==> config.mk <==
export PLATFORM = sky130hd
export DESIGN_NAME = pipelined_cla_adder
export DESIGN_NICKNAME = d
export VERILOG_FILES = /design/src/rtl/cla_pkg.sv /design/src/rtl/cla_group.sv /design/src/rtl/pipelined_cla_adder.sv
export SDC_FILE = /design/constraint.sdc
export NUM_CORES = 1
export LEC_CHECK = 0
export ABC_AREA = 1
export ABC_CLOCK_PERIOD_IN_PS = 3700
export CAP_MARGIN = 20
export CORE_ASPECT_RATIO = 1.25
export CORE_MARGIN = 5
export CORE_UTILIZATION = 40
export CTS_CLUSTER_SIZE = 40
export DETAILED_ROUTE_END_ITERATION = 10
export PLACE_DENSITY = 0.69
export SYNTH_ARGS = -nofsm -noshare
export SYNTH_HDL_FRONTEND = slang
export SYNTH_HIERARCHICAL = 1
export SYNTH_SLANG_ARGS = --single-unit
==> constraint.sdc <==
create_clock -name clock -period 3.7 [get_ports clock]
set_input_delay 0.74 -clock clock [delete_from_list [all_inputs] [get_ports clock]]
set_output_delay 0.74 -clock clock [all_outputs]
set_load 0.01 [all_outputs]
==> src/rtl/cla_pkg.sv <==
// Shared constants and helpers for the pipelined carry-lookahead adder.
package cla_pkg;

  localparam int unsigned GROUP_W = 4;

  function automatic int unsigned cla_ngroups(input int unsigned width);
    return width / GROUP_W;
  endfunction

endpackage

==> src/rtl/cla_group.sv <==
// One 4-bit carry-lookahead group: sum bits, group carry-out and carry into bit 3.
module cla_group
  import cla_pkg::*;
(
  input  logic [GROUP_W-1:0] a4,
  input  logic [GROUP_W-1:0] b4,
  input  logic               cin,
  output logic [GROUP_W-1:0] s4,
  output logic               cout,
  output logic               c3
);

  logic [GROUP_W-1:0] g;
  logic [GROUP_W-1:0] p;
  logic [GROUP_W-1:0] c;

  always_comb begin
    g = a4 & b4;
    p = a4 ^ b4;
    c = '0;
    c[0] = cin;
    c[1] = g[0] | (p[0] & cin);
    c[2] = g[1] | (p[1] & g[0]) | (p[1] & p[0] & cin);
    c[3] = g[2] | (p[2] & g[1]) | (p[2] & p[1] & g[0]) | (p[2] & p[1] & p[0] & cin);
    cout = g[3] | (p[3] & g[2]) | (p[3] & p[2] & g[1]) | (p[3] & p[2] & p[1] & g[0])
         | (p[3] & p[2] & p[1] & p[0] & cin);
    s4 = p ^ c;
    c3 = c[3];
  end

endmodule

==> src/rtl/pipelined_cla_adder.sv <==
// Add/subtract pipelined one 4-bit lookahead group per stage, valid/ready handshake
// with a single global stall driven by the output register.
module pipelined_cla_adder
  import cla_pkg::*;
#(
  parameter int unsigned WIDTH = 16
) (
  input  logic             clock,
  input  logic             reset,
  input  logic             in_valid,
  output logic             in_ready,
  input  logic [WIDTH-1:0] a,
  input  logic [WIDTH-1:0] b,
  input  logic             cin,
  input  logic             sub,
  output logic             out_valid,
  input  logic             out_ready,
  output logic [WIDTH-1:0] sum,
  output logic             cout,
  output logic             ovf
);

  localparam int unsigned NGROUPS = cla_ngroups(WIDTH);

  typedef logic [WIDTH-1:0] word_t;

  // *_src: operands/partial sum feeding stage k; *_q: stage k registers.
  logic [NGROUPS-1:0][WIDTH-1:0]   a_src, b_src, s_src, s_d;
  logic [NGROUPS-1:0][WIDTH-1:0]   a_q, b_q, s_q;
  logic [NGROUPS-1:0][GROUP_W-1:0] grp_s;
  logic [NGROUPS-1:0]              c_src, c_d, c_q, c3_w;
  logic [NGROUPS-1:0]              v_d, v_q;
  logic                            ovf_d, ovf_q;
  logic                            stall;

  assign stall    = v_q[NGROUPS-1] & ~out_ready;
  assign in_ready = ~stall;

  for (genvar gi = 0; gi < NGROUPS; gi++) begin : g_stage
    if (gi == 0) begin : g_head
      // Subtraction is a + ~b + 1; the inverted operand is what gets registered.
      assign a_src[gi] = a;
      assign b_src[gi] = sub ? ~b : b;
      assign c_src[gi] = sub | cin;
      assign s_src[gi] = '0;
      assign v_d[gi]   = in_valid;
    end else begin : g_body
      assign a_src[gi] = a_q[gi-1];
      assign b_src[gi] = b_q[gi-1];
      assign c_src[gi] = c_q[gi-1];
      assign s_src[gi] = s_q[gi-1];
      assign v_d[gi]   = v_q[gi-1];
    end

    cla_group u_group (
      .a4   (a_src[gi][gi*GROUP_W +: GROUP_W]),
      .b4   (b_src[gi][gi*GROUP_W +: GROUP_W]),
      .cin  (c_src[gi]),
      .s4   (grp_s[gi]),
      .cout (c_d[gi]),
      .c3   (c3_w[gi])
    );

    // Insert this group's sum bits into the skew-aligned partial result.
    assign s_d[gi] = (s_src[gi] & ~(word_t'({GROUP_W{1'b1}}) << (gi*GROUP_W)))
                   | (word_t'(grp_s[gi]) << (gi*GROUP_W));
  end

  assign ovf_d = c3_w[NGROUPS-1] ^ c_d[NGROUPS-1];

  always_ff @(posedge clock) begin
    if (reset) begin
      v_q   <= '0;
      a_q   <= '0;
      b_q   <= '0;
      s_q   <= '0;
      c_q   <= '0;
      ovf_q <= 1'b0;
    end else if (!stall) begin
      v_q   <= v_d;
      a_q   <= a_src;
      b_q   <= b_src;
      s_q   <= s_d;
      c_q   <= c_d;
      ovf_q <= ovf_d;
    end
  end

  assign out_valid = v_q[NGROUPS-1];
  assign sum       = s_q[NGROUPS-1];
  assign cout      = c_q[NGROUPS-1];
  assign ovf       = ovf_q;

endmodule

==> flow_metrics.py <==
# Auto-generated metrics
metrics = {
    "outcome": {
        "outcome": "finished, final reports clean",
    },
    "place": {
        "globalplace.congestion": 0.767,
        "place.port_buffers": 57,
        "post-dp-hpwl_um": 6130,
        "place_area_um2": 5240,
    },
    "hold_path": {
        "worst_hold_path.endpoint": "v_q[3]",
        "min_path_cells": 2,
    },
    "clock_network": {
        "clock-sinks": 97,
        "clkLatencyLatePin_ns": 0.34,
        "h-tree-depth": 3,
        "path_clk_slew_ns": 0.06,
        "cts_setup_buffers": 0,
    },
    "floorplanning": {
        "ios": 58,
        "fp.dieH_um": 130,
    },
    "logic_synthesis": {
        "postSynthNetCount": 673,
        "logic_family": "simple AND/OR/NAND/NOR gates",
        "post_synth_instance_area_um2": 4630,
        "synthCells": 615,
        "synth.yosys.warnings": 6,
        "postSynthRegisterBits": 97,
        "muxShareOfSynthArea_pct": 0,
        "yosys.stat.seqShare_pct": 41.9,
        "synth-cells-yosys": 615,
    },
    "global_route": {
        "grt_pass1_wl_um": 16300,
        "first_global_vias": 3845,
        "overflow": 0,
    },
    "sta": {
        "min_period_over_period_pct": 78.6,
        "max_slew_margin_pct": 43.8,
        "setup_ws_ns": 0.793,
        "fin_skew_ns": 0.00386,
        "setup-violations-final": 0,
        "timing.final.hold_violations": 0,
    },
    "power": {
        "power-top-group": "registers",
        "switching_power_summed_over_all_nets_uw": 607,
        "pwr.group.clock_uw": 974,
        "cellLeakagePower_nw": 2.43,
        "internal-power_mw": 1.89,
        "fin_total_pwr_mw": 2.50,
    },
    "setup_path": {
        "cell_chain_critical_path": "clkdlybuf4s50_1, inv_1, nand2_2, clkdlybuf4s50_1",
        "critPathTopFamily": "buffers and inverters",
        "critical_path_cell_count": 4,
        "cpMaxStageDelayCell": "sky130_fd_sc_hd__clkdlybuf4s50_1",
        "path_max_fanout": 14,
        "critical_path.endpoint_type": "primary output",
        "crit_path_max_incr_delay_ns": 0.55,
    },
    "layout": {
        "layout-drive-gt1-share_pct": 6.07,
        "post-route-util_pct": 48.3,
        "layout.cells.non_filler": 797,
        "areaGrowthSynthToFinish_pct": 20.1,
    },
    "route": {
        "post_drt_wl_per_cell_um": 11.4,
        "drt-vias-per-instance": 4.77,
        "drt-pass1-iter-count": 4,
        "routed-via-count": 3805,
    },
}
[cells in the final DEF (no fill, tap or decap)]
cell type | synthesis | layout
sky130_fd_sc_hd__a21oi_1 | 5 | 5
sky130_fd_sc_hd__buf_2 | 16 | 1
sky130_fd_sc_hd__buf_4 | 1 | 5
sky130_fd_sc_hd__bufinv_16 | 0 | 2
sky130_fd_sc_hd__clkbuf_16 | 0 | 9
sky130_fd_sc_hd__clkdlybuf4s50_1 | 0 | 56
sky130_fd_sc_hd__clkinv_2 | 0 | 2
sky130_fd_sc_hd__clkinv_4 | 0 | 2
sky130_fd_sc_hd__clkinvlp_4 | 0 | 1
sky130_fd_sc_hd__dfxtp_1 | 97 | 97
sky130_fd_sc_hd__fa_1 | 4 | 4
sky130_fd_sc_hd__ha_1 | 16 | 16
sky130_fd_sc_hd__inv_1 | 38 | 38
sky130_fd_sc_hd__inv_2 | 1 | 1
sky130_fd_sc_hd__nand2_1 | 77 | 76
sky130_fd_sc_hd__nand2_2 | 14 | 15
sky130_fd_sc_hd__nand3_1 | 16 | 16
sky130_fd_sc_hd__nand3b_1 | 13 | 13
sky130_fd_sc_hd__nand4_1 | 8 | 8
sky130_fd_sc_hd__nor2_1 | 196 | 196
sky130_fd_sc_hd__nor2_4 | 0 | 1
sky130_fd_sc_hd__o21bai_1 | 82 | 82
sky130_fd_sc_hd__or2_0 | 1 | 1
sky130_fd_sc_hd__or2_1 | 3 | 3
sky130_fd_sc_hd__or2_2 | 1 | 1
sky130_fd_sc_hd__xnor2_1 | 2 | 2
sky130_fd_sc_hd__xor2_1 | 6 | 6
[cell usage after synthesis]
cell type                  count  share of area, %
sky130_fd_sc_hd__a21oi_1       5              0.54
sky130_fd_sc_hd__buf_2        16               1.7
sky130_fd_sc_hd__buf_4         1              0.16
sky130_fd_sc_hd__buf_6         3              0.73
sky130_fd_sc_hd__clkbuf_1     14               1.1
sky130_fd_sc_hd__dfxtp_1      97                42
sky130_fd_sc_hd__fa_1          4               1.7
sky130_fd_sc_hd__ha_1         16               4.3
sky130_fd_sc_hd__inv_1        38               3.1
sky130_fd_sc_hd__inv_2         1             0.081
sky130_fd_sc_hd__nand2_1      77               6.2
sky130_fd_sc_hd__nand2_2      14               1.9
sky130_fd_sc_hd__nand3_1      16               1.7
sky130_fd_sc_hd__nand3b_1     13               2.1
sky130_fd_sc_hd__nand4_1       8               1.1
sky130_fd_sc_hd__nor2_1      196                16
sky130_fd_sc_hd__nor2_2        1              0.14
sky130_fd_sc_hd__o21bai_1     82                13
sky130_fd_sc_hd__or2_0         1              0.14
sky130_fd_sc_hd__or2_1         3              0.41
sky130_fd_sc_hd__or2_2         1              0.14
sky130_fd_sc_hd__xnor2_1       2              0.38
sky130_fd_sc_hd__xor2_1        6               1.1
[metal layers]
metal	global-route usage [%]	part of all wire (%)	vias to the layer above
met4	6.17	1.9	0
met5	0	0	-
li1	-	-	2030
met1	17.1	48	1678
met3	3.27	4.3	18
met2	23.9	46	79
[layout make-up]
class | count | area (um^2)
sequential | 97 | 1940
timing repair buffer | 62 | 603
fill | 1130 | 5950
clock inverter | 7 | 95.1
tap | 138 | 173
inverter | 39 | 146
clock buffer | 9 | 225
multi-input combinational | 445 | 2380
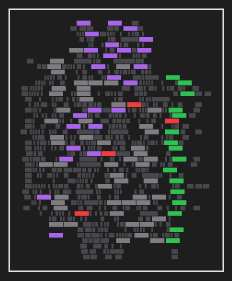
**Above:** sequential cells colored by netlist name.
Scale: 2 px per um.
red -> `c_q`  # placed flops 4, where center
purple -> `a_q`  # placed flops 24
green -> `sum`  # placed flops 16
not colored = 53

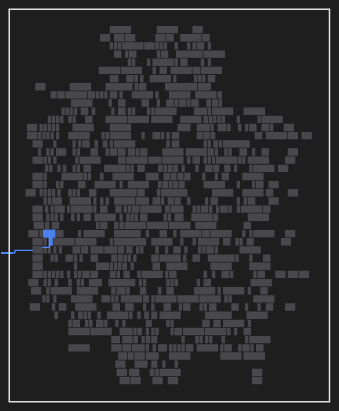
**Above:** port wiring.
Scale: 3 px per um.
blue -> `out_ready`  # bits 1, direction input, edge left, end cells 2, buffers 1, wire 15.3 um

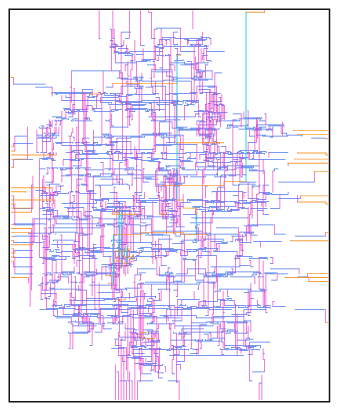
**Above:** routed metal, one color a layer.
Scale: 3 px per um.
blue -> met1  # wire length 4330 um
cyan -> met4  # wire length 169 um
magenta -> met2  # wire length 4180 um
orange -> met3  # wire length 390 um

Power and IR drop assume default switching activity.
